===== config.mk =====
export PLATFORM = sky130hd
export DESIGN_NAME = ifetch_ir_flat
export DESIGN_NICKNAME = d
export VERILOG_FILES = /design/src/rtl/ifetch_ir_pkg.sv /design/src/rtl/ifetch_ir_if.sv /design/src/rtl/ifetch_ir_decode.sv /design/src/rtl/ifetch_ir.sv /design/src/flat_wrapper.sv
export SDC_FILE = /design/constraint.sdc
export NUM_CORES = 1
export LEC_CHECK = 0
export CAP_MARGIN = 10
export CORE_MARGIN = 2
export CORE_UTILIZATION = 26
export DETAILED_ROUTE_END_ITERATION = 6
export MAX_ROUTING_LAYER = met4
export PLACE_DENSITY_LB_ADDON = 0.25
export SYNTH_ARGS = -nofsm -noshare
export SYNTH_HDL_FRONTEND = slang
export SYNTH_SLANG_ARGS = --single-unit
export TNS_END_PERCENT = 1

===== constraint.sdc =====
create_clock -name clk -period 4.5 [get_ports clk]
set_clock_uncertainty 0.1 [all_clocks]
set_input_delay 0.9 -clock clk [delete_from_list [all_inputs] [get_ports clk]]
set_output_delay 0.9 -clock clk [all_outputs]
set_load 0.03 [all_outputs]

===== src/rtl/ifetch_ir_pkg.sv =====
// Shared definitions for the instruction-fetch / instruction-register stage:
// state encoding, IR field positions, opcodes and the PC step.
package ifetch_ir_pkg;

    typedef logic [1:0] fetch_state_t;

    localparam fetch_state_t ST_IDLE = 2'd0;
    localparam fetch_state_t ST_REQ  = 2'd1;
    localparam fetch_state_t ST_DONE = 2'd2;

    localparam int OP_HI    = 31;
    localparam int OP_LO    = 26;
    localparam int RS_HI    = 25;
    localparam int RS_LO    = 21;
    localparam int RT_HI    = 20;
    localparam int RT_LO    = 16;
    localparam int RD_HI    = 15;
    localparam int RD_LO    = 11;
    localparam int SHAMT_HI = 10;
    localparam int SHAMT_LO = 6;
    localparam int FUNCT_HI = 5;
    localparam int FUNCT_LO = 0;
    localparam int IMM_HI   = 15;
    localparam int IMM_LO   = 0;
    localparam int JADDR_HI = 25;
    localparam int JADDR_LO = 0;

    // Opcodes consumed by the main control FSM
    localparam logic [5:0] OPC_RTYPE = 6'h00;
    localparam logic [5:0] OPC_J     = 6'h02;
    localparam logic [5:0] OPC_BEQ   = 6'h04;
    localparam logic [5:0] OPC_ADDI  = 6'h08;
    localparam logic [5:0] OPC_LW    = 6'h23;
    localparam logic [5:0] OPC_SW    = 6'h2B;

    localparam logic [31:0] PC_INCR = 32'd4;

endpackage


===== src/rtl/ifetch_ir_if.sv =====
// Instruction-memory read port: req/ack handshake with word address and data.
interface ifetch_ir_if;
    logic        mem_req;
    logic [31:0] mem_addr;
    logic        mem_ack;
    logic [31:0] mem_rdata;

    modport master (output mem_req, output mem_addr, input mem_ack, input mem_rdata);
    modport slave  (input mem_req, input mem_addr, output mem_ack, output mem_rdata);
endinterface


===== src/rtl/ifetch_ir_decode.sv =====
// Purely combinational slicing of the instruction register into MIPS fields.
module ifetch_ir_decode
    import ifetch_ir_pkg::*;
(
    input  logic [31:0] ir,
    output logic [5:0]  op,
    output logic [4:0]  rs,
    output logic [4:0]  rt,
    output logic [4:0]  rd,
    output logic [4:0]  shamt,
    output logic [5:0]  funct,
    output logic [15:0] imm16,
    output logic [25:0] jaddr
);

    assign op    = ir[OP_HI:OP_LO];
    assign rs    = ir[RS_HI:RS_LO];
    assign rt    = ir[RT_HI:RT_LO];
    assign rd    = ir[RD_HI:RD_LO];
    assign shamt = ir[SHAMT_HI:SHAMT_LO];
    assign funct = ir[FUNCT_HI:FUNCT_LO];
    assign imm16 = ir[IMM_HI:IMM_LO];
    assign jaddr = ir[JADDR_HI:JADDR_LO];

endmodule


===== src/rtl/ifetch_ir.sv =====
// Fetch stage of the multi-cycle MIPS datapath: owns the PC, the IR, the
// memory read handshake and a watchdog that aborts a fetch with no response.
module ifetch_ir
    import ifetch_ir_pkg::*;
#(
    parameter logic [31:0] RESET_PC = 32'h0000_0000,
    parameter int          TIMEOUT  = 255,
    parameter int          TW       = 8
) (
    input  logic               clk,
    input  logic               rst_n,
    input  logic               fetch_start,
    input  logic               pc_we,
    input  logic [31:0]        pc_in,
    ifetch_ir_if.master        bus,
    output logic               busy,
    output logic               ir_valid,
    output logic               fetch_err,
    output logic [31:0]        pc,
    output logic [31:0]        ir,
    output logic [5:0]         op,
    output logic [4:0]         rs,
    output logic [4:0]         rt,
    output logic [4:0]         rd,
    output logic [4:0]         shamt,
    output logic [5:0]         funct,
    output logic [15:0]        imm16,
    output logic [25:0]        jaddr
);

    localparam logic [TW-1:0] TO_LAST  = TW'(TIMEOUT - 1);
    localparam logic [TW-1:0] CNT_ONE  = TW'(1);
    localparam logic [TW-1:0] CNT_ZERO = TW'(0);

    fetch_state_t  state_r, state_s;
    logic [31:0]   pc_r, pc_s;
    logic [31:0]   ir_r, ir_s;
    logic [TW-1:0] cnt_r, cnt_s;
    logic          err_r, err_s;
    logic          req_r, req_s;
    logic          busy_r;
    logic          valid_r, valid_s;

    // Next-state, PC/IR update and watchdog decisions
    always_comb begin
        state_s = state_r;
        pc_s    = pc_r;
        ir_s    = ir_r;
        cnt_s   = cnt_r;
        err_s   = err_r;
        req_s   = 1'b0;
        valid_s = 1'b0;
        case (state_r)
            ST_IDLE, ST_DONE: begin
                // A same-cycle pc_we and fetch_start fetch from the new PC,
                // which falls out naturally because mem_addr tracks pc_r.
                if (pc_we) begin
                    pc_s = pc_in;
                end else begin
                    pc_s = pc_r;
                end
                if (fetch_start) begin
                    state_s = ST_REQ;
                    req_s   = 1'b1;
                    cnt_s   = CNT_ZERO;
                    err_s   = 1'b0;
                end else begin
                    state_s = ST_IDLE;
                end
            end
            ST_REQ: begin
                if (bus.mem_ack) begin
                    ir_s    = bus.mem_rdata;
                    pc_s    = pc_r + PC_INCR;
                    state_s = ST_DONE;
                    valid_s = 1'b1;
                end else if (cnt_r == TO_LAST) begin
                    err_s   = 1'b1;
                    state_s = ST_IDLE;
                end else begin
                    cnt_s   = cnt_r + CNT_ONE;
                    req_s   = 1'b1;
                    state_s = ST_REQ;
                end
            end
            default: begin
                state_s = ST_IDLE;
            end
        endcase
    end

    // State and datapath registers; reset drops mem_req asynchronously
    always_ff @(posedge clk or negedge rst_n) begin
        if (!rst_n) begin
            state_r <= ST_IDLE;
            pc_r    <= RESET_PC;
            ir_r    <= 32'h0000_0000;
            cnt_r   <= CNT_ZERO;
            err_r   <= 1'b0;
            req_r   <= 1'b0;
            busy_r  <= 1'b0;
            valid_r <= 1'b0;
        end else begin
            state_r <= state_s;
            pc_r    <= pc_s;
            ir_r    <= ir_s;
            cnt_r   <= cnt_s;
            err_r   <= err_s;
            req_r   <= req_s;
            busy_r  <= req_s;
            valid_r <= valid_s;
        end
    end

    assign bus.mem_req  = req_r;
    assign bus.mem_addr = pc_r;
    assign busy         = busy_r;
    assign ir_valid     = valid_r;
    assign fetch_err    = err_r;
    assign pc           = pc_r;
    assign ir           = ir_r;

    ifetch_ir_decode u_decode (
        .ir    (ir_r),
        .op    (op),
        .rs    (rs),
        .rt    (rt),
        .rd    (rd),
        .shamt (shamt),
        .funct (funct),
        .imm16 (imm16),
        .jaddr (jaddr)
    );

endmodule


===== src/flat_wrapper.sv =====
// flat-port wrapper written by rule: the top's interface ports become plain ports
module ifetch_ir_flat import ifetch_ir_pkg::*;
#(
    parameter logic [31:0] RESET_PC = 32'h0000_0000,
    parameter int          TIMEOUT  = 255,
    parameter int          TW       = 8
)
  (clk, rst_n, fetch_start, pc_we, pc_in, busy, ir_valid, fetch_err, pc, ir, op, rs, rt, rd, shamt, funct, imm16, jaddr, bus_mem_req, bus_mem_addr, bus_mem_ack, bus_mem_rdata);
  ifetch_ir_if bus_i ();
  input  logic clk;
  input  logic rst_n;
  input  logic fetch_start;
  input  logic pc_we;
  input  logic [31:0] pc_in;
  output logic busy;
  output logic ir_valid;
  output logic fetch_err;
  output logic [31:0] pc;
  output logic [31:0] ir;
  output logic [5:0] op;
  output logic [4:0] rs;
  output logic [4:0] rt;
  output logic [4:0] rd;
  output logic [4:0] shamt;
  output logic [5:0] funct;
  output logic [15:0] imm16;
  output logic [25:0] jaddr;
  output wire logic [$bits(bus_i.mem_req)-1:0] bus_mem_req;
  output wire logic [$bits(bus_i.mem_addr)-1:0] bus_mem_addr;
  input wire logic [$bits(bus_i.mem_ack)-1:0] bus_mem_ack;
  input wire logic [$bits(bus_i.mem_rdata)-1:0] bus_mem_rdata;
  assign bus_mem_req = bus_i.mem_req;
  assign bus_mem_addr = bus_i.mem_addr;
  assign bus_i.mem_ack = bus_mem_ack;
  assign bus_i.mem_rdata = bus_mem_rdata;
  ifetch_ir #(.RESET_PC(RESET_PC), .TIMEOUT(TIMEOUT), .TW(TW)) u_core (.clk(clk), .rst_n(rst_n), .fetch_start(fetch_start), .pc_we(pc_we), .pc_in(pc_in), .bus(bus_i), .busy(busy), .ir_valid(ir_valid), .fetch_err(fetch_err), .pc(pc), .ir(ir), .op(op), .rs(rs), .rt(rt), .rd(rd), .shamt(shamt), .funct(funct), .imm16(imm16), .jaddr(jaddr));
endmodule

**Run 1: clock wiring as the flow saved it**

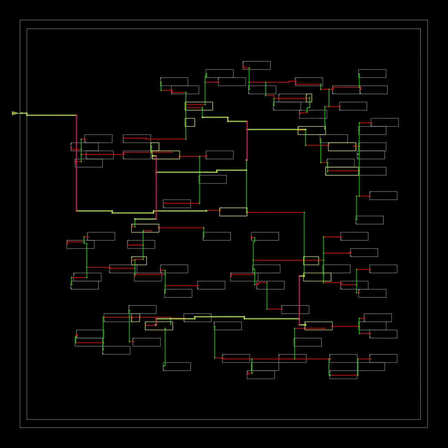
CTS Sinks: 75
flip-flop and latch count: 75
clk_buf instances: 11

**Run 1: the metal 1 layer**

Supply wires on this layer in gray.
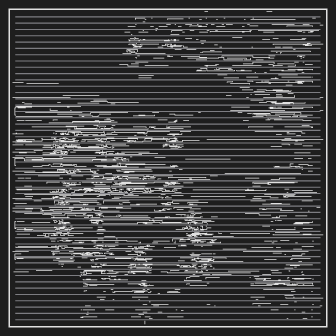
main direction: horizontal
wire length on this layer: 5830 um
share of all routed wire: 41%
met1 track utilization from global routing: 0.175
total via count in the routed design: 4051

**Run 1: the metal 4 layer**

Scale bar: 50 um. Supply wires on this layer in gray. Cells faint in the background.
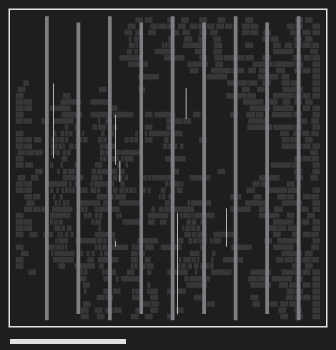
longest straight run: 43.5 um
nets with wire on the layer: 4
Total Routed Length: 14.2 mm

==> results.txt, run 1 <==
This note records the results obtained with Yosys and OpenROAD.

Setup path
Among all stages on the critical path, the largest delay is contributed by sky130_fd_sc_hd__clkinv_1. The worst-case reg-to-reg setup slack stands at 1780 ps.

Clock network
The H-tree was split into 3 levels. The clock passes through at most 2 buffers. For the worst-skew pair, the clock arrives at the later sink with an insertion delay of 340 ps.

Synth
The library cell occupying the most area in the post-synthesis netlist is sky130_fd_sc_hd__dfrtp_1. For reference, the top logic cell family by area is buffers and inverters. The main area contributors are sky130_fd_sc_hd__dfrtp_1, sky130_fd_sc_hd__buf_4, sky130_fd_sc_hd__mux2_2. Of all flip-flops after synthesis, the portion carrying an async set or reset was 1.00. Looking at the gate-level netlist, the highest instance count belongs to sky130_fd_sc_hd__buf_4. The mapped netlist covers between 0.004 and 0.005 sq mm.

Pwr
The power attributed to the clock group is 0.747 mW. The power per unit of standard cell area is about 740 mW/mm^2.

Final layout
The area of combinational cells with multiple inputs is ~0.0018 sq mm. The number of antenna diodes in the final layout is 0. The clock-cell share of area is 0.0463.

Floorplanning
roughly 240 I/O pins were placed. According to the floorplan report, the total die area is 0.0186 sq mm. The row count is between 40 and 50. Measured along the x axis, the die boundary spans about 140 um.

Route
The routed design shows a wire length per standard cell of 16.8 um. The routed wirelength on the met1 layer is recorded as 5.83 mm. Per the detail_route log, the uppermost layer with routed signals is met4.

The detailed router reports a met2 wire length of ~7 mm.

Worst hold path
The destination of the worst hold path is u_core.bus.mem_addr[0]. STA lists the startpoint of the worst hold path as u_core.bus.mem_addr[0].

Global route
The overflow left after global routing is 0. The initial antenna violation count is 0. The total global routing track utilization is 0.153.

The most crowded layer after global routing is met2.

STA
The measured slew at the worst slew-check pin is 1180 ps. Setup slack closes at 1470 ps. Final hold analysis gives a worst-case slack of ~400 ps.

The final number of hold-violating endpoints is 0. Setup total negative slack on the finished layout was measured at 0 ps.

Status
The flow ran to the end, and the final reports show no timing, DRC or antenna violations.

Placed design
The post-place instance area is 0.00641 sq mm.
--- run 2 (diff from run 1) ---
clock period = 2.5 ns   (was 4.5 ns; I/O delays follow)
**Run 2: clock wiring as the flow saved it**

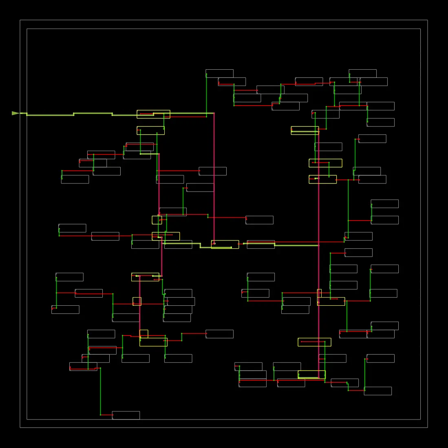
clk latency late pin: 340 ps
clk_buf instances: 10
number of buffers added by the clock tree synthesis step: 9
Power Clock: 1.51 mW

**Run 2: the metal 4 layer**

Scale bar: 50 um. Supply wires on this layer in gray. Cells faint in the background.
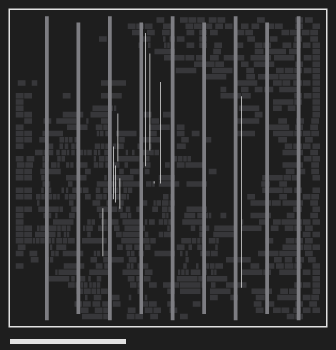
main direction: vertical
wire length on this layer: 317 um
Total Routed Length: 14.5 mm
total via count in the routed design: 4043

==> run 2 against run 1 <==
Against the previous run: via count fell by 0.20%; first-iteration DRC count rose by 38%; routed wire length grew 2.5%; sequential power grew 74%; final area is 3.5% higher; synthesized cell count is the same; combinational power rose by 88%; sequential share of layout area fell by 0.95 points; flip-flop count unchanged; critical path depth did not move; clock power up 100%; critical endpoint is now u_core.bus.mem_addr[30].
==> results.txt, run 2 <==
This note records the results obtained with Yosys and OpenROAD.

Status
The flow ran to the end, and the final reports show no timing, DRC or antenna violations.

Pwr
The dominant power group in this design is combinational logic. The power per unit of standard cell area came to 1330 mW/mm^2 (+80%). The relative contribution of the clock network to total power is 0.164.

Setup path
The worst setup path is of the register to register kind. For the worst reg-to-reg path, the endpoint reported by OpenROAD is u_core.bus.mem_addr[30]. Along the worst path, the maximum fanout reaches 5. The master of the slowest instance on the critical path is sky130_fd_sc_hd__or4_4.

Route
The routed length on met2 is 7.08 mm (+2.4%). The starting DRC count in detailed routing is 189. The mean routed wirelength per cell was 16.7 um (-0.34%). Per the detail_route log, the uppermost layer with routed signals is met4. The post-route met1 wirelength came to 5.88 mm (+0.89%).

Clock network
The H-tree depth reported by CTS came to 3 (unchanged). The maximum clock path buffer count is 2 (unchanged). The number of clock sinks is 75 (unchanged).

STA
The measured slew at the worst slew-check pin was 523 ps (-654 ps). The worst hold slack is 21.8 ps (-388 ps). The worst path setup slack after routing came to 222 ps (-1250 ps).

The final total negative setup slack is 0 ps (unchanged). The final number of hold-violating endpoints is 0 (unchanged).

Placed design
The total instance count after detailed placement is about 850. Per the placement log, port buffering inserted roughly 240 buffers. The post-place instance area was 0.00662 sq mm (+3.2%).

Floorplanning
The area of the chip is 0.0186 sq mm (unchanged). The width of the chip is 136 um (unchanged). The row count is 48 (unchanged). The boundary pin count was 243 (unchanged).

Global route
The most crowded layer after global routing is met2. The maximum number of pins on one net before global-route repair is 51. The initial antenna violation count is 0 (unchanged). The total global routing track utilization is 0.161 (+0.00797).

Final layout
The final sequential cell count was 75 (unchanged). The area of combinational cells with multiple inputs came to 0.00179 sq mm (unchanged). The clock-cell share of area came to 0.0493 (+0.00292). The final design was reported to hold multi-input combinational gates totalling between 200 and 300.

The number of antenna diodes is 0 (unchanged).

Synth
The fraction of registers with async set/reset was 1.00 (unchanged). Looking at the gate-level netlist, the highest instance count belongs to sky130_fd_sc_hd__buf_4. In this run, distinct cell masters in the synthesized netlist total 44. The most used flip-flop cell is sky130_fd_sc_hd__dfrtp_1. The total standard cell area after synthesis is 0.00455 sq mm (unchanged). The top logic cell family in the synthesized netlist is buffers and inverters.

Run
In this run the tools logged warnings totalling 27.
**Run 2: M2 wires**

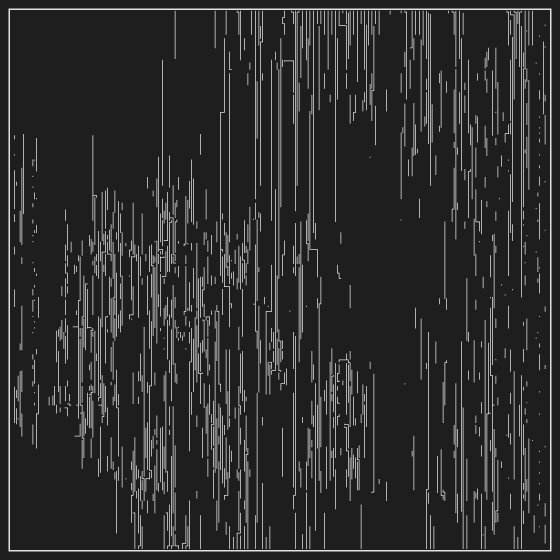
longest straight run: 68.3 um
main direction: vertical
share of all routed wire: 49%
wire length on this layer: 7080 um
GR Util met2: 0.260

Power is estimated from default activity; no workload was simulated.
